Fig. 1: floorplan with the power grid
Bar = 10 um. Pins as bars on the die edge.
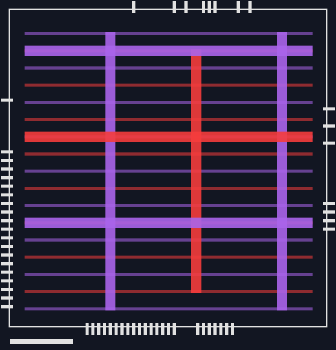
Fig. 2: placement by cell class
Fill, decap, tap and diode cells in grey.
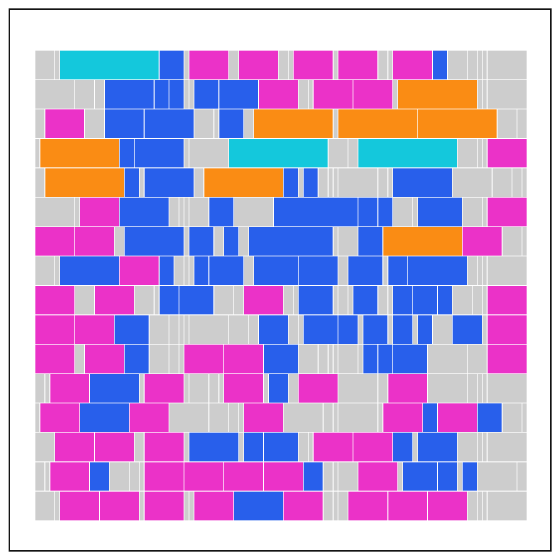
Fig. 3: clock wires, drivers and flops
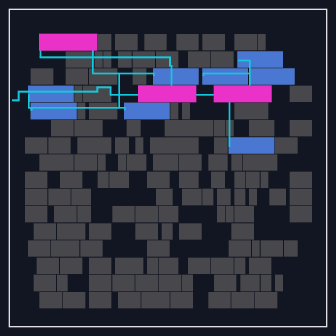
Fig. 4: wiring by layer
Bar = 10 um. Only two layers are drawn.
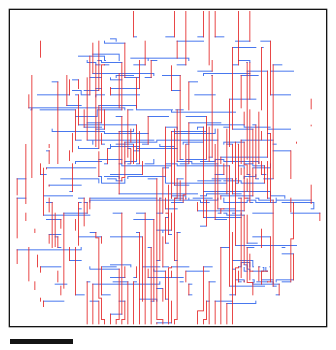
Fig. 5: clock nets
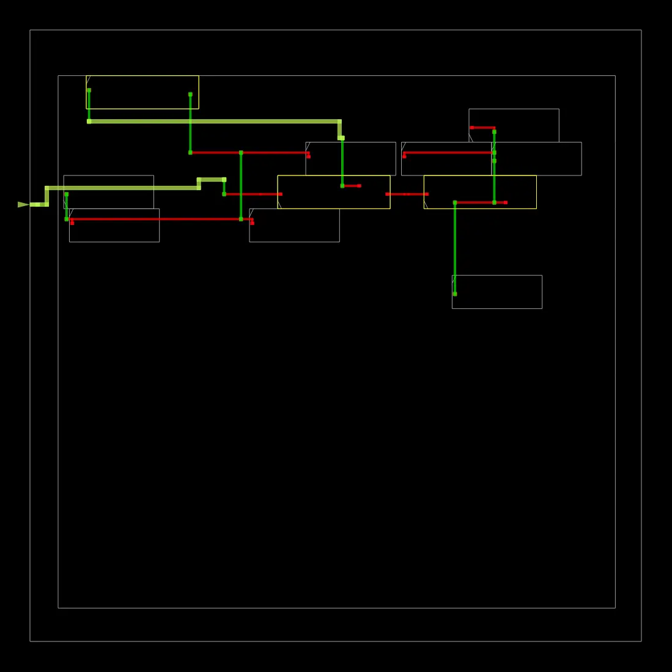
==> config.mk <==
export PLATFORM = sky130hd
export DESIGN_NAME = msrv32_machine_control_flat
export DESIGN_NICKNAME = d
export VERILOG_FILES = /design/src/rtl/msrv32_machine_control_if.sv /design/src/rtl/msrv32_machine_control.sv /design/src/flat_wrapper.sv
export SDC_FILE = /design/constraint.sdc
export NUM_CORES = 1
export LEC_CHECK = 0
export CORE_MARGIN = 2
export CORE_UTILIZATION = 36
export CTS_BUF_LIST = sky130_fd_sc_hd__clkbuf_16
export DETAILED_ROUTE_END_ITERATION = 16
export PLACE_DENSITY_LB_ADDON = 0.2
export SLEW_MARGIN = 20
export SYNTH_ARGS = -nofsm -noshare
export SYNTH_HDL_FRONTEND = slang
export SYNTH_SLANG_ARGS = --single-unit
==> constraint.sdc <==
create_clock -name ms_riscv32_mp_clk_in -period 4.4 [get_ports ms_riscv32_mp_clk_in]
set_clock_uncertainty 0.1 [all_clocks]
set_input_delay 0.88 -clock ms_riscv32_mp_clk_in [delete_from_list [all_inputs] [get_ports ms_riscv32_mp_clk_in]]
set_output_delay 0.88 -clock ms_riscv32_mp_clk_in [all_outputs]
set_load 0.01 [all_outputs]
==> results.txt <==
run results: met1 usage=0.212, Synth Flop Type=dfxtp_1, Slew HR=0.624, Final min period=3.97 ns, WS Path Type=in -> out, Logic area=551 sq um, Power Dens Cells=234 nW/um^2, dominant kind of cell=non-clock buffers, number of enable flip-flop cells=0, main logic family after synthesis=simple AND/OR/NAND/NOR gates, Post-DP Area=1340 sq um, Slew Viols, Final=0, clock-pin slew on the worst setup and hold paths=0.03 ns, Crit. path cell count=7, Largest register FFs=4, DRT met1 WL=838 um, CP endpoint kind=output pin, H-tree depth=1, Int Pwr=0.000255 W, comb pwr=0.0000982 W, LEAKAGE=0.506 nW, Top Usage Layer GRT=met2, Synth top cell by count=dfxtp_1, layout cell share with drive strength beyond 1=0.142, status=complete, no violations, Flop area=160 sq um, depth of the most critical reg-to-reg path=5, Post CTS Setup Buffer Count=0, Startpoint Class=input port, syn avg cell area=8.85 sq um, logic gate share of total power=0.297, clk tree area frac=0.0531, switching part of the total=0.227, unrepaired setup endpoints after global routing=no, DR WL met3=157 um, Total Power=0.000330 W, worst slack, placed=0.454 ns, top sig layer=met3, Synth cell types=42, fillcell total=163, vias in the first global route=870, Hold WC Path Type=reg -> reg, Synth Seq Share=0.211, met2 wire length=1.19 mm, # Cells Yosys=86, Non-Filler Instances=168, Mux cell area share=0.0559, Final #Nets=191, Max Freq=252 MHz, Async SR Flop Fraction=0, Total GRT Usage=0.196, first-pass GRT wire length=3.74 mm, Layout clock buffers=3, Syn-to-layout area delta=85.7%, non-clock buffer count=57, top power group=clock, P_sw=0.0000751 W, Worst Path Required=3.42 ns, Adders+Majority by Area=0.0822, worst-margin pin slew=0.563 ns, routability cong.=0.836
About Fig. 1:
- VDD: red
- VSS: purple
- signal pins: 58
- met5 straps: 3
- met4 straps: 3
- rows: 16
- met1 rails: 17
core area: 1980 sq um
Max VDD drop: 0.279 mV
Die Y: 50.0 um
Die Width: 50.0 um

About Fig. 2:
- remaining logic cells: blue (cells 73; share of their area 42%)
- remaining buffers and delay cells: magenta (cells 57; share of their area 41%)
- clock-net drivers: cyan (cells 3; share of their area 5.4%)
- registers: orange (cells 8; share of their area 12%)
utilization after layout: 0.713
Final Instance Area: 1410 sq um
fraction of area in registers: 0.113
FP Rows: 16

About Fig. 3:
- clock wires: cyan (length 122 um)
- clock-net drivers: magenta (count 3)
- flip-flops: blue (count 8)
- routed clock nets: 4
clock group power: 0.000151 W
Clock Power Share: 0.456
Skew-Pair Late Insertion Delay: 0.23 ns

About Fig. 4:
- M2: red (wire length 1190 um)
- M1: blue (wire length 839 um)
wire per inst: 13.0 um
via count: 873
drt total wl: 2.19 mm

About Fig. 5:
Clock Sinks: 8
CTS buffer count: 3

Power figures rest on the tool's default switching activity, not on a simulated workload.
